File: src/rtl/rhythm_pkg.sv
// Shared encodings, judgement window bounds and saturation limits for the rhythm game.
package rhythm_pkg;

  typedef enum logic [1:0] {
    GradeNone    = 2'd0,
    GradePerfect = 2'd1,
    GradeGood    = 2'd2,
    GradeMiss    = 2'd3
  } grade_e;

  typedef enum logic [1:0] {
    StIdle   = 2'd0,
    StPlay   = 2'd1,
    StResult = 2'd2
  } judge_state_e;

  localparam logic [2:0]  PERF_LO   = 3'd2;
  localparam logic [2:0]  PERF_HI   = 3'd4;
  localparam logic [2:0]  GUARD     = 3'd6;

  localparam logic [7:0]  COMBO_MAX = 8'd255;
  localparam logic [15:0] SCORE_MAX = 16'hFFFF;
  localparam logic [9:0]  CNT_MAX   = 10'd1023;

  function automatic logic [9:0] sat_inc_cnt(input logic [9:0] cnt);
    return (cnt == CNT_MAX) ? cnt : cnt + 10'd1;
  endfunction

endpackage

File: src/rtl/button_sync_edge.sv
// Two-flop synchroniser followed by a rising-edge detector for a raw push button.
module button_sync_edge (
  input  logic clk,
  input  logic rst_n,
  input  logic btn_i,
  output logic press_o
);

  logic sync1_q, sync1_d;
  logic sync2_q, sync2_d;
  logic prev_q, prev_d;

  always_comb begin
    sync1_d = btn_i;
    sync2_d = sync1_q;
    prev_d  = sync2_q;
  end

  always_ff @(posedge clk or negedge rst_n) begin
    if (!rst_n) begin
      sync1_q <= 1'b0;
      sync2_q <= 1'b0;
      prev_q  <= 1'b0;
    end else begin
      sync1_q <= sync1_d;
      sync2_q <= sync2_d;
      prev_q  <= prev_d;
    end
  end

  assign press_o = sync2_q & ~prev_q;

endmodule

File: src/rtl/note_judge.sv
// Judges button presses against the note in the judge slot and keeps combo, score and
// per-grade statistics across a round (IDLE -> PLAY -> RESULT).
module note_judge
  import rhythm_pkg::*;
#(
  parameter int unsigned PERFECT_PTS = 3,
  parameter int unsigned GOOD_PTS    = 1
) (
  input  logic        clk,
  input  logic        rst_n,
  input  logic [1:0]  song,
  input  logic        red_button,
  input  logic        blue_button,
  input  logic        yellow_button,
  input  logic        note_R_judge,
  input  logic        note_B_judge,
  input  logic [2:0]  offset,
  input  logic        finish,
  output logic        delete,
  output logic [7:0]  combo,
  output logic [7:0]  max_combo,
  output logic [15:0] score,
  output logic [9:0]  perfect_cnt,
  output logic [9:0]  good_cnt,
  output logic [9:0]  miss_cnt,
  output logic [1:0]  grade,
  output logic        grade_vld,
  output logic        result
);

  logic red_press, blue_press, yellow_press;

  button_sync_edge u_red (
    .clk     (clk),
    .rst_n   (rst_n),
    .btn_i   (red_button),
    .press_o (red_press)
  );

  button_sync_edge u_blue (
    .clk     (clk),
    .rst_n   (rst_n),
    .btn_i   (blue_button),
    .press_o (blue_press)
  );

  button_sync_edge u_yellow (
    .clk     (clk),
    .rst_n   (rst_n),
    .btn_i   (yellow_button),
    .press_o (yellow_press)
  );

  judge_state_e state_q, state_d;
  logic         delete_q, delete_d;
  logic [7:0]   combo_q, combo_d;
  logic [7:0]   max_combo_q, max_combo_d;
  logic [15:0]  score_q, score_d;
  logic [9:0]   perfect_cnt_q, perfect_cnt_d;
  logic [9:0]   good_cnt_q, good_cnt_d;
  logic [9:0]   miss_cnt_q, miss_cnt_d;
  grade_e       grade_q, grade_d;
  logic         grade_vld_q, grade_vld_d;
  logic         result_q, result_d;
  logic [2:0]   offset_q, offset_d;
  logic         slot_q, slot_d;

  logic        judge_en, in_window, is_perfect;
  logic        hit, wrong_colour, exit_miss;
  logic [7:0]  combo_inc;
  logic [16:0] pts, score_sum;

  // The finish cycle is not judged, so a note still in the slot is never counted as missed.
  assign judge_en   = (state_q == StPlay) && !finish;
  assign in_window  = (offset != GUARD);
  assign is_perfect = (offset >= PERF_LO) && (offset <= PERF_HI);

  assign hit = judge_en && in_window &&
               ((red_press && note_R_judge) || (blue_press && note_B_judge));
  assign wrong_colour = judge_en && in_window && !hit &&
      ((red_press && !blue_press && note_B_judge && !note_R_judge) ||
       (blue_press && !red_press && note_R_judge && !note_B_judge));
  assign exit_miss = judge_en && (offset_q == GUARD) && (offset == 3'd0) && slot_q;

  assign combo_inc = (combo_q == COMBO_MAX) ? combo_q : combo_q + 8'd1;
  assign pts       = is_perfect ? 17'(PERFECT_PTS) : 17'(GOOD_PTS);
  assign score_sum = {1'b0, score_q} + pts;

  always_comb begin
    state_d       = state_q;
    delete_d      = 1'b0;
    grade_vld_d   = 1'b0;
    combo_d       = combo_q;
    max_combo_d   = max_combo_q;
    score_d       = score_q;
    perfect_cnt_d = perfect_cnt_q;
    good_cnt_d    = good_cnt_q;
    miss_cnt_d    = miss_cnt_q;
    grade_d       = grade_q;
    offset_d      = offset;
    // A hit note is gone from the slot, so it cannot also trigger an exit miss.
    slot_d        = (note_R_judge || note_B_judge) && !hit;

    unique case (state_q)
      StIdle: begin
        if (song != 2'd0) begin
          state_d       = StPlay;
          combo_d       = '0;
          max_combo_d   = '0;
          score_d       = '0;
          perfect_cnt_d = '0;
          good_cnt_d    = '0;
          miss_cnt_d    = '0;
          grade_d       = GradeNone;
        end
      end
      StPlay: begin
        if (finish) begin
          state_d = StResult;
        end else if (hit) begin
          delete_d    = 1'b1;
          grade_vld_d = 1'b1;
          combo_d     = combo_inc;
          if (combo_inc > max_combo_q) max_combo_d = combo_inc;
          score_d = (score_sum > {1'b0, SCORE_MAX}) ? SCORE_MAX : score_sum[15:0];
          if (is_perfect) begin
            grade_d       = GradePerfect;
            perfect_cnt_d = sat_inc_cnt(perfect_cnt_q);
          end else begin
            grade_d    = GradeGood;
            good_cnt_d = sat_inc_cnt(good_cnt_q);
          end
        end else if (wrong_colour || exit_miss) begin
          grade_vld_d = 1'b1;
          grade_d     = GradeMiss;
          combo_d     = '0;
          miss_cnt_d  = sat_inc_cnt(miss_cnt_q);
        end
      end
      StResult: begin
        if (yellow_press) state_d = StIdle;
      end
      default: state_d = StIdle;
    endcase

    result_d = (state_d == StResult);
  end

  always_ff @(posedge clk or negedge rst_n) begin
    if (!rst_n) begin
      state_q       <= StIdle;
      delete_q      <= 1'b0;
      combo_q       <= '0;
      max_combo_q   <= '0;
      score_q       <= '0;
      perfect_cnt_q <= '0;
      good_cnt_q    <= '0;
      miss_cnt_q    <= '0;
      grade_q       <= GradeNone;
      grade_vld_q   <= 1'b0;
      result_q      <= 1'b0;
      offset_q      <= '0;
      slot_q        <= 1'b0;
    end else begin
      state_q       <= state_d;
      delete_q      <= delete_d;
      combo_q       <= combo_d;
      max_combo_q   <= max_combo_d;
      score_q       <= score_d;
      perfect_cnt_q <= perfect_cnt_d;
      good_cnt_q    <= good_cnt_d;
      miss_cnt_q    <= miss_cnt_d;
      grade_q       <= grade_d;
      grade_vld_q   <= grade_vld_d;
      result_q      <= result_d;
      offset_q      <= offset_d;
      slot_q        <= slot_d;
    end
  end

  assign delete      = delete_q;
  assign combo       = combo_q;
  assign max_combo   = max_combo_q;
  assign score       = score_q;
  assign perfect_cnt = perfect_cnt_q;
  assign good_cnt    = good_cnt_q;
  assign miss_cnt    = miss_cnt_q;
  assign grade       = grade_q;
  assign grade_vld   = grade_vld_q;
  assign result      = result_q;

endmodule
File: config.mk
export PLATFORM = sky130hd
export DESIGN_NAME = note_judge
export DESIGN_NICKNAME = d
export VERILOG_FILES = /design/src/rtl/rhythm_pkg.sv /design/src/rtl/button_sync_edge.sv /design/src/rtl/note_judge.sv
export SDC_FILE = /design/constraint.sdc
export NUM_CORES = 1
export LEC_CHECK = 0
export CAP_MARGIN = 10
export CORE_MARGIN = 1.5
export CORE_UTILIZATION = 50
export DETAILED_ROUTE_END_ITERATION = 16
export DONT_BUFFER_PORTS = 1
export SLEW_MARGIN = 20
export SYNTH_ARGS = -nofsm -noshare
export SYNTH_HDL_FRONTEND = slang
export SYNTH_HIERARCHICAL = 1
export SYNTH_SLANG_ARGS = --single-unit
File: constraint.sdc
create_clock -name clk -period 3.4 [get_ports clk]
set_input_delay 0.85 -clock clk [delete_from_list [all_inputs] [get_ports clk]]
set_output_delay 0.85 -clock clk [all_outputs]
set_load 0.05 [all_outputs]
==> images/congestion.png <==
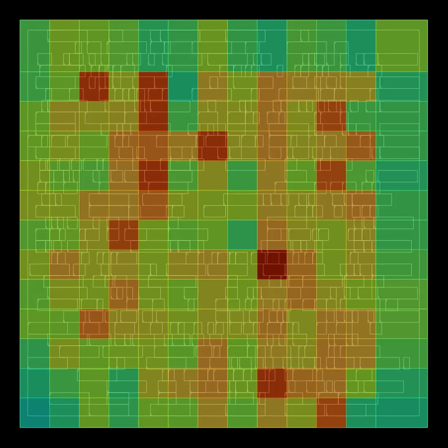
Most Crowded Layer GR: met2
met2 usage: 33.57%
WL/cell: 16.63 um

==> images/wires.png <==
The bar under the picture is 20 um long. Only two layers are drawn.
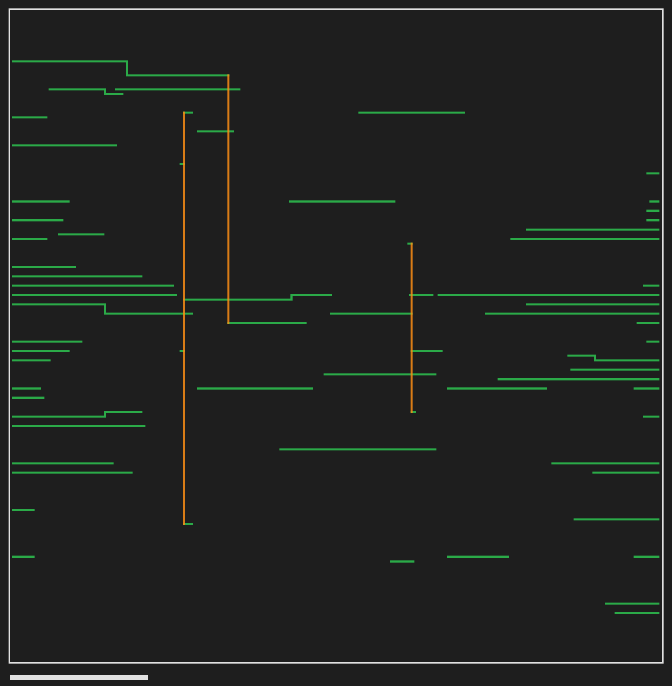
legend:
  metal 4:
    colour: orange
    wire_length: 120 um
  metal 3:
    colour: green
    wire_length: 730 um

==> results.yml <==
# synthesis and place-and-route metrics
status:
  status: "completed"
sta:
  maxClockFrequency_ghz: 0.3160
  drv_slew: 0
  fin_crit_ps: 3164
  relSlewSlack_pct: 56.83
setup_path:
  path_class: "flop to flop"
  required_ps: 3640
  r2r_cells: 13
drt:
  finalWirelength_um: 9546
  vias: 3299
  initialDrtViolationCount: 155
place:
  hpwl_um: 6728
finish:
  num_antenna_cells: 0
  regArea_um2: 2053
  post_route_cells_drive_above_1_share_pct: 14.93
  logic_area_um2: 2026
  fillCellCount: 738
  areaGrowthSynthToFinish_pct: 12.73
logic_synthesis:
  syn_avg_cell_area_um2: 9.693
  synth-edff-count: 0
  yosysUniqueCellTypes: 61
  synthCells: 435
  synth-async-reset-ratio_pct: 100.0
cts:
  ctsResizeCount: 1
  cts_tree: "done"
  htreeDepth: 3
  cts_buffers: 9
  clk_pin_slew_ps: 90
  postCtsSetupBuffers: 0
flow_run:
  warning_count: 28
power:
  p_per_area_nw_per_um2: 598.9
  p_clk_uw: 774
  switchingPower_mw: 1.092
  peakVddDrop_mv: 0.2622
  seq-power_mw: 1.28
floorplan:
  rows: 33
  die_area_um2: 8993
  die_w_um: 94.83
global_routing:
  grt.overflow.total: 0
  grt_max_degree: 83
  grt_pass1_wl_um: 16130
min_path:
  min_path_type: "input port to asynchronous set/reset pin"
==> critical path, cell delays in order (launching register included) <==
cell and delay [ps]:
dfrtp_2 550, ha_2 250, and2_1 140, or3b_1 410, buf_4 170, mux2i_1 180
inv_1 60, ha_1 280, nor2b_1 130, o21bai_1 120, o2111ai_1 110, o21ai_1 110
nand2b_4 200, mux2_2 350
==> per-layer routing <==
layer	up-vias	global-route usage, %	wire length (um)
li1	1610	-	-
met1	1584	32.89	4448
met2	94	33.57	4247
met3	11	6.844	729
met4	0	7.338	120
met5	-	0	0
==> through the flow <==
stage	worst slack (ps)	instance area [um2]	util (%)	std cells
after floorplan	2.181	4217	-	435
after global placement	23.32	4518	55.26	557
after detailed placement	-90.52	4518	55.26	557
after CTS	58.64	4736	57.93	573
after global routing	2.717	4753	58.14	574
final	235.7	4753	58.14	574
==> layout by cell type (no fill, tap or decap), drive strengths merged, types with 3 or more instances in the layout <==
cell    count
and4        3
and3        5
ha         14
nor3b       3
nand4      13
a311oi     10
buf        32
nand2      43
nand3      22
nand2b      6
nor2       49
o21ai      24
mux2i       5
xnor2       9
nor3       10
xor2       11
inv        24
mux2        5
and2        3
or3         6
a21oi      29
o31ai       4
a21o        3
a22o        3
dfrtp      82
clkbuf     10
nor2b       5
==> logic make-up after synthesis <==
family / Yosys count / share of synthesized area (%)
simple gates: 180 / 22.52
compound gates: 92 / 14.45
flops: 82 / 48.66
buf+inv: 37 / 3.531
xor+xnor: 20 / 4.154
fa+ha+maj: 14 / 4.154
mux: 10 / 2.522
==> final cells by class <==
class | count | area share (%)
Tap cell | 105 | 2.764
Multi-Input combinational cell | 316 | 42.62
Clock buffer | 10 | 2.685
Clock inverter | 6 | 1.869
Timing Repair Buffer | 32 | 5.054
Sequential cell | 82 | 43.20
Inverter | 23 | 1.816
==> flip-flops by register name, indices dropped and copies added (netlist names), 2 cells and up <==
signal       cells
combo            8
perfect_cnt     10
max_combo        8
miss_cnt        10
state_q          2
good_cnt        10
grade            2
offset_q         3
score           16
==> worst max path at each step <==
stage,start,endpoint,slack [ps],depth (start not counted)
floorplan,combo[0]$_DFFE_PN0P_,max_combo[0]$_DFFE_PN0P_,2,15
global placement,combo[0]$_DFFE_PN0P_,max_combo[5]$_DFFE_PN0P_,20,13
detailed placement,combo[0]$_DFFE_PN0P_,max_combo[5]$_DFFE_PN0P_,-90,13
CTS,combo[0]$_DFFE_PN0P_,max_combo[5]$_DFFE_PN0P_,60,13
global route,combo[0]$_DFFE_PN0P_,max_combo[5]$_DFFE_PN0P_,3,13
finish,combo[0]$_DFFE_PN0P_,max_combo[5]$_DFFE_PN0P_,240,13
==> cells in the mapped netlist, types with 7 or more instances <==
cell | number | area [um2]
dfrtp_1 | 82 | 2052
xnor2_1 | 9 | 78.83
clkbuf_1 | 7 | 26.28
o21ai_0 | 21 | 105.1
nand2_1 | 43 | 161.4
a311oi_1 | 10 | 87.58
nor2_1 | 49 | 183.9
nor3_1 | 10 | 50.05
ha_1 | 14 | 175.2
a21oi_1 | 29 | 145.1
xor2_1 | 11 | 96.34
nand3_1 | 21 | 105.1
inv_1 | 22 | 82.58
nand4_1 | 12 | 75.07
Power and IR drop assume default switching activity.
